### The metal 1 layer

(2 px per um) Supply wires on this layer in gray.
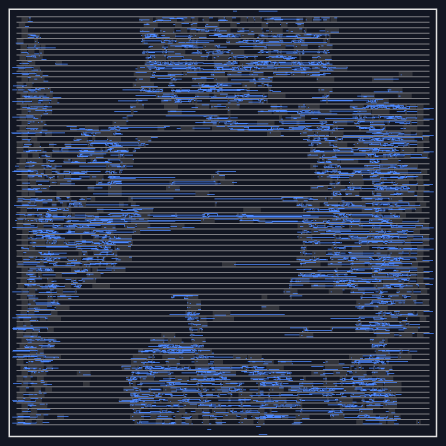
### Met2 routing

(2 px per um)
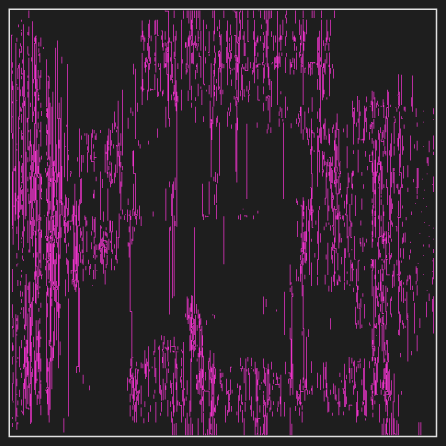
### Signal wires on met3

(3 px per um)
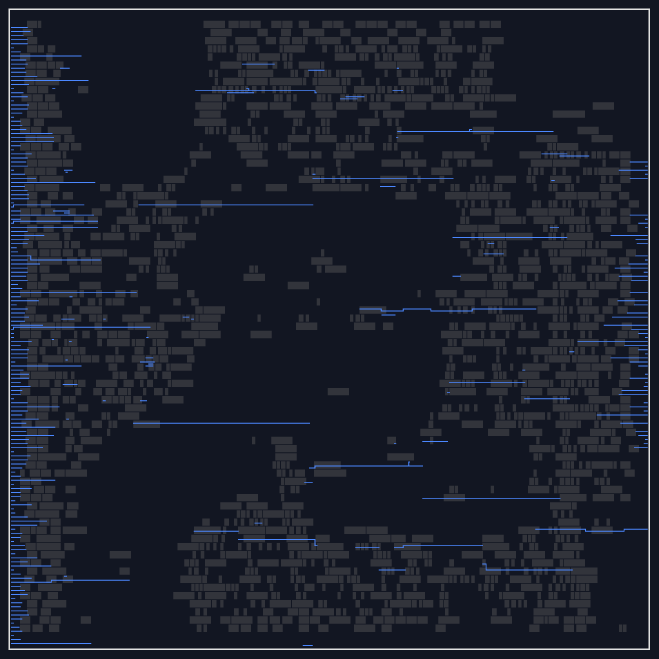
### Metal 4

(2 px per um) Supply wires on this layer in gray.
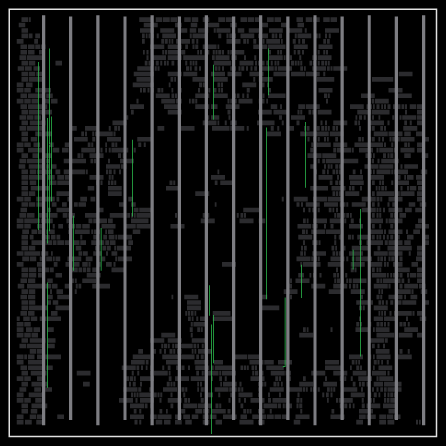
### Routing congestion

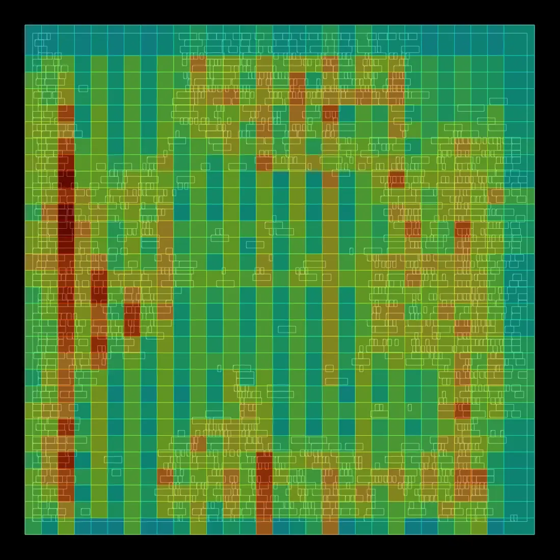
$ cat config.mk
export PLATFORM = sky130hd
export DESIGN_NAME = acorn_decryption
export DESIGN_NICKNAME = d
export VERILOG_FILES = /design/src/rtl/acorn_pkg.sv /design/src/rtl/acorn_tag_check.sv /design/src/rtl/acorn_decryption.sv
export SDC_FILE = /design/constraint.sdc
export NUM_CORES = 1
export LEC_CHECK = 0
export CORE_MARGIN = 3
export CORE_UTILIZATION = 25
export DETAILED_ROUTE_END_ITERATION = 8
export SETUP_SLACK_MARGIN = 0.1
export SLEW_MARGIN = 20
export SYNTH_ARGS = -nofsm -noshare
export SYNTH_HDL_FRONTEND = slang
export SYNTH_HIERARCHICAL = 1
export SYNTH_SLANG_ARGS = --single-unit
$ cat constraint.sdc
create_clock -name clk -period 2.9 [get_ports clk]
set_input_delay 0.435 -clock clk [delete_from_list [all_inputs] [get_ports clk]]
set_output_delay 0.435 -clock clk [all_outputs]
set_load 0.02 [all_outputs]
$ cat src/rtl/acorn_pkg.sv
// Shared constants, state encoding and step-to-state decode for the ACORN-128 decryption control block.
package acorn_pkg;

    localparam int CNT_W = 12;

    localparam logic [CNT_W-1:0] MSG_START = 12'd384;
    localparam logic [CNT_W-1:0] MSG_LEN   = 12'd128;
    localparam logic [CNT_W-1:0] CA_END    = 12'd639;
    localparam logic [CNT_W-1:0] TAG_START = 12'd1152;
    localparam logic [CNT_W-1:0] TAG_LEN   = 12'd128;

    typedef enum logic [2:0] {
        IDLE  = 3'd0,
        DEC   = 3'd1,
        PAD   = 3'd2,
        ZERO  = 3'd3,
        FINAL = 3'd4
    } state_e;

    function automatic state_e step_state(input logic [CNT_W-1:0] cnt);
        state_e st;
        if (cnt < MSG_START) begin
            st = IDLE;
        end else if (cnt < (MSG_START + MSG_LEN)) begin
            st = DEC;
        end else if (cnt == (MSG_START + MSG_LEN)) begin
            st = PAD;
        end else if (cnt <= CA_END) begin
            st = ZERO;
        end else begin
            st = FINAL;
        end
        return st;
    endfunction

endpackage

$ cat src/rtl/acorn_tag_check.sv
// Collects the keystream MSB first over the tag window and compares it with the expected tag.
module acorn_tag_check
    import acorn_pkg::*;
(
    input  logic             clk,
    input  logic             rst,
    input  logic [CNT_W-1:0] count_ep,
    input  logic             ks_in,
    input  logic [127:0]     tag_in,
    output logic             tag_ok,
    output logic             tag_done
);

    logic [127:0] coll_q, coll_d;
    logic [7:0]   cnt_q, cnt_d;
    logic         run_q, run_d;
    logic         complete_q, complete_d;
    logic         ok_q, ok_d;
    logic         done_q, done_d;
    logic [6:0]   tag_off_s;
    logic         in_win_s;

    // Collection run tracking and compare/hold of the result flags.
    always_comb begin
        tag_off_s  = 7'(count_ep - TAG_START);
        in_win_s   = (count_ep >= TAG_START) && (count_ep < (TAG_START + TAG_LEN));
        coll_d     = coll_q;
        cnt_d      = cnt_q;
        run_d      = 1'b0;
        complete_d = 1'b0;
        ok_d       = ok_q;
        done_d     = done_q;
        if (in_win_s) begin
            coll_d = {coll_q[126:0], ks_in};
            if (count_ep == TAG_START) begin
                cnt_d = 8'd1;
                run_d = 1'b1;
            end else if (run_q && ({1'b0, tag_off_s} == cnt_q)) begin
                cnt_d = cnt_q + 8'd1;
                run_d = 1'b1;
            end else begin
                cnt_d = cnt_q;
                run_d = 1'b0;
            end
            complete_d = run_d && (cnt_d == 8'd128);
        end else begin
            run_d      = 1'b0;
            complete_d = 1'b0;
        end
        if (count_ep < MSG_START) begin
            ok_d   = 1'b0;
            done_d = 1'b0;
        end else if (complete_q) begin
            ok_d   = (coll_q == tag_in);
            done_d = 1'b1;
        end else begin
            ok_d   = ok_q;
            done_d = done_q;
        end
    end

    // Tag state registers.
    always_ff @(posedge clk) begin
        if (rst) begin
            coll_q     <= 128'd0;
            cnt_q      <= 8'd0;
            run_q      <= 1'b0;
            complete_q <= 1'b0;
            ok_q       <= 1'b0;
            done_q     <= 1'b0;
        end else begin
            coll_q     <= coll_d;
            cnt_q      <= cnt_d;
            run_q      <= run_d;
            complete_q <= complete_d;
            ok_q       <= ok_d;
            done_q     <= done_d;
        end
    end

    assign tag_ok   = ok_q;
    assign tag_done = done_q;

endmodule

$ cat src/rtl/acorn_decryption.sv
// ACORN-128 decryption control/data block: ca/cb control, plaintext recovery and assembly.
// Optional tag check is built only when ACORN_DEC_TAG_EN is defined.
module acorn_decryption
    import acorn_pkg::*;
(
    input  logic             clk,
    input  logic             rst,
    input  logic [CNT_W-1:0] count_ep,
    input  logic [127:0]     ciphertext_in,
    input  logic             ks_in,
    output logic             ca_out,
    output logic             cb_out,
    output logic             mbit_out,
    output logic [127:0]     plaintext_out,
    output logic             pt_valid,
    output logic             busy,
    input  logic [127:0]     tag_in,
    output logic             tag_ok,
    output logic             tag_done
);

    state_e       state_q, state_d;
    logic [127:0] pt_sr_q, pt_sr_d;
    logic [127:0] plaintext_q, plaintext_d;
    logic [7:0]   bit_cnt_q, bit_cnt_d;
    logic         run_q, run_d;
    logic         ca_q, ca_d;
    logic         cb_q, cb_d;
    logic         mbit_q, mbit_d;
    logic         ptv_q, ptv_d;
    logic         busy_q, busy_d;
    logic [6:0]   dec_off_s;
    logic         rec_bit_s;

    // Next-state decode, bit recovery and plaintext assembly.
    always_comb begin
        state_d     = step_state(count_ep);
        dec_off_s   = 7'(count_ep - MSG_START);
        rec_bit_s   = ciphertext_in[7'd127 - dec_off_s] ^ ks_in;
        pt_sr_d     = pt_sr_q;
        plaintext_d = plaintext_q;
        bit_cnt_d   = bit_cnt_q;
        run_d       = 1'b0;
        mbit_d      = 1'b0;
        ptv_d       = 1'b0;
        ca_d        = (count_ep <= CA_END);
        cb_d        = 1'b0;
        busy_d      = (state_d == DEC) || (state_d == PAD) || (state_d == ZERO);
        case (state_d)
            DEC: begin
                mbit_d  = rec_bit_s;
                pt_sr_d = {pt_sr_q[126:0], rec_bit_s};
                // A run stays alive only while each step is exactly the next expected index.
                if (count_ep == MSG_START) begin
                    bit_cnt_d = 8'd1;
                    run_d     = 1'b1;
                end else if (run_q && ({1'b0, dec_off_s} == bit_cnt_q)) begin
                    bit_cnt_d = bit_cnt_q + 8'd1;
                    run_d     = 1'b1;
                end else begin
                    bit_cnt_d = bit_cnt_q;
                    run_d     = 1'b0;
                end
            end
            PAD: begin
                mbit_d = 1'b1;
                if (run_q && (bit_cnt_q == 8'd128)) begin
                    ptv_d       = 1'b1;
                    plaintext_d = pt_sr_q;
                end else begin
                    ptv_d       = 1'b0;
                    plaintext_d = plaintext_q;
                end
            end
            default: begin
                mbit_d = 1'b0;
                run_d  = 1'b0;
            end
        endcase
    end

    // State and output registers.
    always_ff @(posedge clk) begin
        if (rst) begin
            state_q     <= IDLE;
            pt_sr_q     <= 128'd0;
            plaintext_q <= 128'd0;
            bit_cnt_q   <= 8'd0;
            run_q       <= 1'b0;
            ca_q        <= 1'b0;
            cb_q        <= 1'b0;
            mbit_q      <= 1'b0;
            ptv_q       <= 1'b0;
            busy_q      <= 1'b0;
        end else begin
            state_q     <= state_d;
            pt_sr_q     <= pt_sr_d;
            plaintext_q <= plaintext_d;
            bit_cnt_q   <= bit_cnt_d;
            run_q       <= run_d;
            ca_q        <= ca_d;
            cb_q        <= cb_d;
            mbit_q      <= mbit_d;
            ptv_q       <= ptv_d;
            busy_q      <= busy_d;
        end
    end

    assign ca_out        = ca_q;
    assign cb_out        = cb_q;
    assign mbit_out      = mbit_q;
    assign plaintext_out = plaintext_q;
    assign pt_valid      = ptv_q;
    assign busy          = busy_q;

`ifdef ACORN_DEC_TAG_EN
    acorn_tag_check u_tag_check (
        .clk      (clk),
        .rst      (rst),
        .count_ep (count_ep),
        .ks_in    (ks_in),
        .tag_in   (tag_in),
        .tag_ok   (tag_ok),
        .tag_done (tag_done)
    );
`else
    logic tag_unused_s;
    assign tag_unused_s = ^{tag_in, state_q};
    assign tag_ok       = 1'b0;
    assign tag_done     = 1'b0;
`endif

endmodule

==> notes.org <==
* Flow results

** Synthesis
- Register share after synthesis :: 0.503
- Per-instance average area after synthesis :: 8.29 um2
- Area leader, netlist :: sky130_fd_sc_hd__dfxtp_1
- Synthesis produced 1291 cells.
- Top area contributor share :: 0.503
- Most used standard cell by instance count after synthesis :: sky130_fd_sc_hd__nand2_1
- Warnings, synthesis :: 6
- Counting flops with a built-in enable in the synthesized netlist gives 0.
- Post-synthesis sequential element count :: 269

** STA
- Final setup violation count :: 0
- Peak Freq :: 415 MHz
- Setup repair after global routing missed its margin :: no
- Final hold analysis gives a worst-case slack of 451 ps.
- Headroom to the max-slew limit came out at 0.521.
- Per the final timing report, the hold violations number 0.
- Skew final :: 10.3 ps
- Worst Setup Slack, final :: 491 ps

** Critical path
- Critical path, cell by cell :: clkdlybuf4s50_1 > nor4_4 > and3_1 > nand3_2 > or3_4 > buf_12 > nand2_1 > a21oi_1
- For the worst reg-to-reg path, the endpoint reported by OpenROAD is plaintext_out[59]$_SDFFE_PP0P_.
- Setup slack, reg-to-reg :: 860 ps
- The worst setup path is launched from an input port.
- Endpoint kind of the worst setup timing path :: flip-flop
- The critical path starts at count_ep[3].
- Data on the critical path is required at its endpoint by 3310 ps.
- The number of cells on the worst reg-to-reg path is 5.
- STA puts the critical path data arrival time at 2810 ps.
- The critical path is of the input port to flip-flop type.

** Finish
- Post-layout nets :: 1800
- Post-layout util :: 0.356
- After routing the design area is 15000 um2.
- Final antenna diode count :: 0
- Fill cell instance count of the final layout :: 4323
- Ratio of cells with drive above 1 in the final layout :: 0.0839
- The finished layout holds 2089 standard cells, fillers aside.

** Clock tree
- The skew report gives the latency at the later pin of the worst-skew pair as 550 ps.
- TritonCTS built the clock tree.
- Hold buffer count at cts :: 0
- Clock root buffer :: sky130_fd_sc_hd__clkbuf_16

** Flow run
- Count of warning messages emitted by the tools :: 155

** Place
- In this run the cell area measured after placement is 14000 um2.
- Place WS :: -77.2 ps
- The HPWL after detailed placement is 20.9 mm.
- Count of port buffers added during placement :: 274
- At the end of routability-driven placement, the weighted congestion stood at 0.845.
- Counting tap cells, the placed design contains a total of 2035 instances.

** Global route
- For this run the aggregate overflow at the end of global routing stands at 0.
- Global-route wire length before repair :: 46.2 mm

** Floorplan
- Height of the die :: 213 um
- The chip occupies 45300 um2.

** Power and ir drop
- In this run, power in flip-flops and latches comes to 3700 uW.
- Power density normalized to cell area :: 538 nW/um2
- The script extracted a total leakage power of 0.00487 uW.
- Of the total power, the clock network draws 0.480.
- Looking at the VDD voltage map, the peak drop is 0.420 mV.
- Switching power as a fraction of the total was reported as 0.218.
- Switching Power :: 1760 uW
- Sequential group share of total power :: 0.458
- Clock network power for this build is 3870 uW.
- Combinational Power Share :: 0.062

** Route
- Remaining routing DRC violations :: 0

** Status
- The run finished with clean final reports.

** Hold path
- Class of the worst hold path :: flip-flop to flip-flop
Notes on 'The metal 1 layer' above:
wire length on this layer: 12000 um
nets with wire on the layer: 1466
main direction: horizontal

Notes on 'Met2 routing' above:
longest straight run: 112 um
nets with wire on the layer: 1323
met2 layer usage reported by global route: 0.224
vias after detailed routing: 9421
DRT Wirelength: 29.5 mm

Notes on 'Signal wires on met3' above:
wire length on this layer: 2130 um
longest straight run: 58.6 um
nets with wire on the layer: 232
share of all routed wire: 7.2%
main direction: horizontal
met3 usage in global routing: 0.0311

Notes on 'Metal 4' above:
nets with wire on the layer: 13
longest straight run: 85.7 um
wire length on this layer: 814 um
main direction: vertical
share of all routed wire: 2.8%

Notes on 'Routing congestion' above:
overall fraction of global-route tracks in use: 0.125
average routed wire per standard cell: 14.1 um
met1 usage: 0.145
busiest layer in global routing: met2

==> layout by cell type, fill, tap and decap left out, drive strengths merged, types with 4 or more instances in the layout <==
cell type,count
bufinv,4
mux4,27
mux2i,10
xnor2,9
nand2b,7
nand4,4
nor3,6
clkinv,9
mux2,7
nor2b,6
nor4,4
a21oi,258
clkbuf,37
inv,6
nor2,13
xor2,4
buf,34
clkdlybuf4s50,271
nand2,518
dfxtp,269
==> layer usage <==
metal  global-route usage  vias up  wire length [um]
met5                    0        -                 0
met4               0.0424        0               814
met3               0.0311       46              2130
met2                0.224      307             14500
met1                0.145     4323             12000
li1                     -     4745                 -
==> worst max-delay path: cells and delay by family <==
| kind | cells | cell delay [ps] |
|---|---|---|
| buffers and inverters | 2 | 850 |
| and+or+nand+nor | 5 | 1390 |
| AOI/OAI and AO/OA | 1 | 70 |
==> state kept, by name (all words and copies together) (netlist names) <==
name	count
pt_sr_q	128
mbit_out	1
plaintext_out	128
run_q	1
busy	1
ca_out	1
pt_valid	1
bit_cnt_q	8
==> cells by family after synthesis <==
logic type,Yosys count,synth area share
adder cells (fa/ha/maj),2,0.00234
other,1,0.000350
multiplexers,44,0.0746
AND/OR/NAND/NOR,575,0.218
buffers and inverters,106,0.0533
XOR/XNOR,13,0.0106
AND-OR/OR-AND,281,0.138
flip-flops,269,0.503
==> final cells by class <==
| type | count | area (um2) | share of cell area |
|---|---|---|---|
| tap | 539 | 674 | 0.0449 |
| inverter | 3 | 11.3 | 0.000750 |
| sequential | 269 | 5390 | 0.359 |
| clock buffer | 36 | 802 | 0.0534 |
| multi-input combinational | 918 | 4770 | 0.317 |
| timing repair buffer | 306 | 3160 | 0.211 |
| clock inverter | 18 | 210 | 0.0140 |
No activity file was given, so power comes from the tool's default toggle rates.
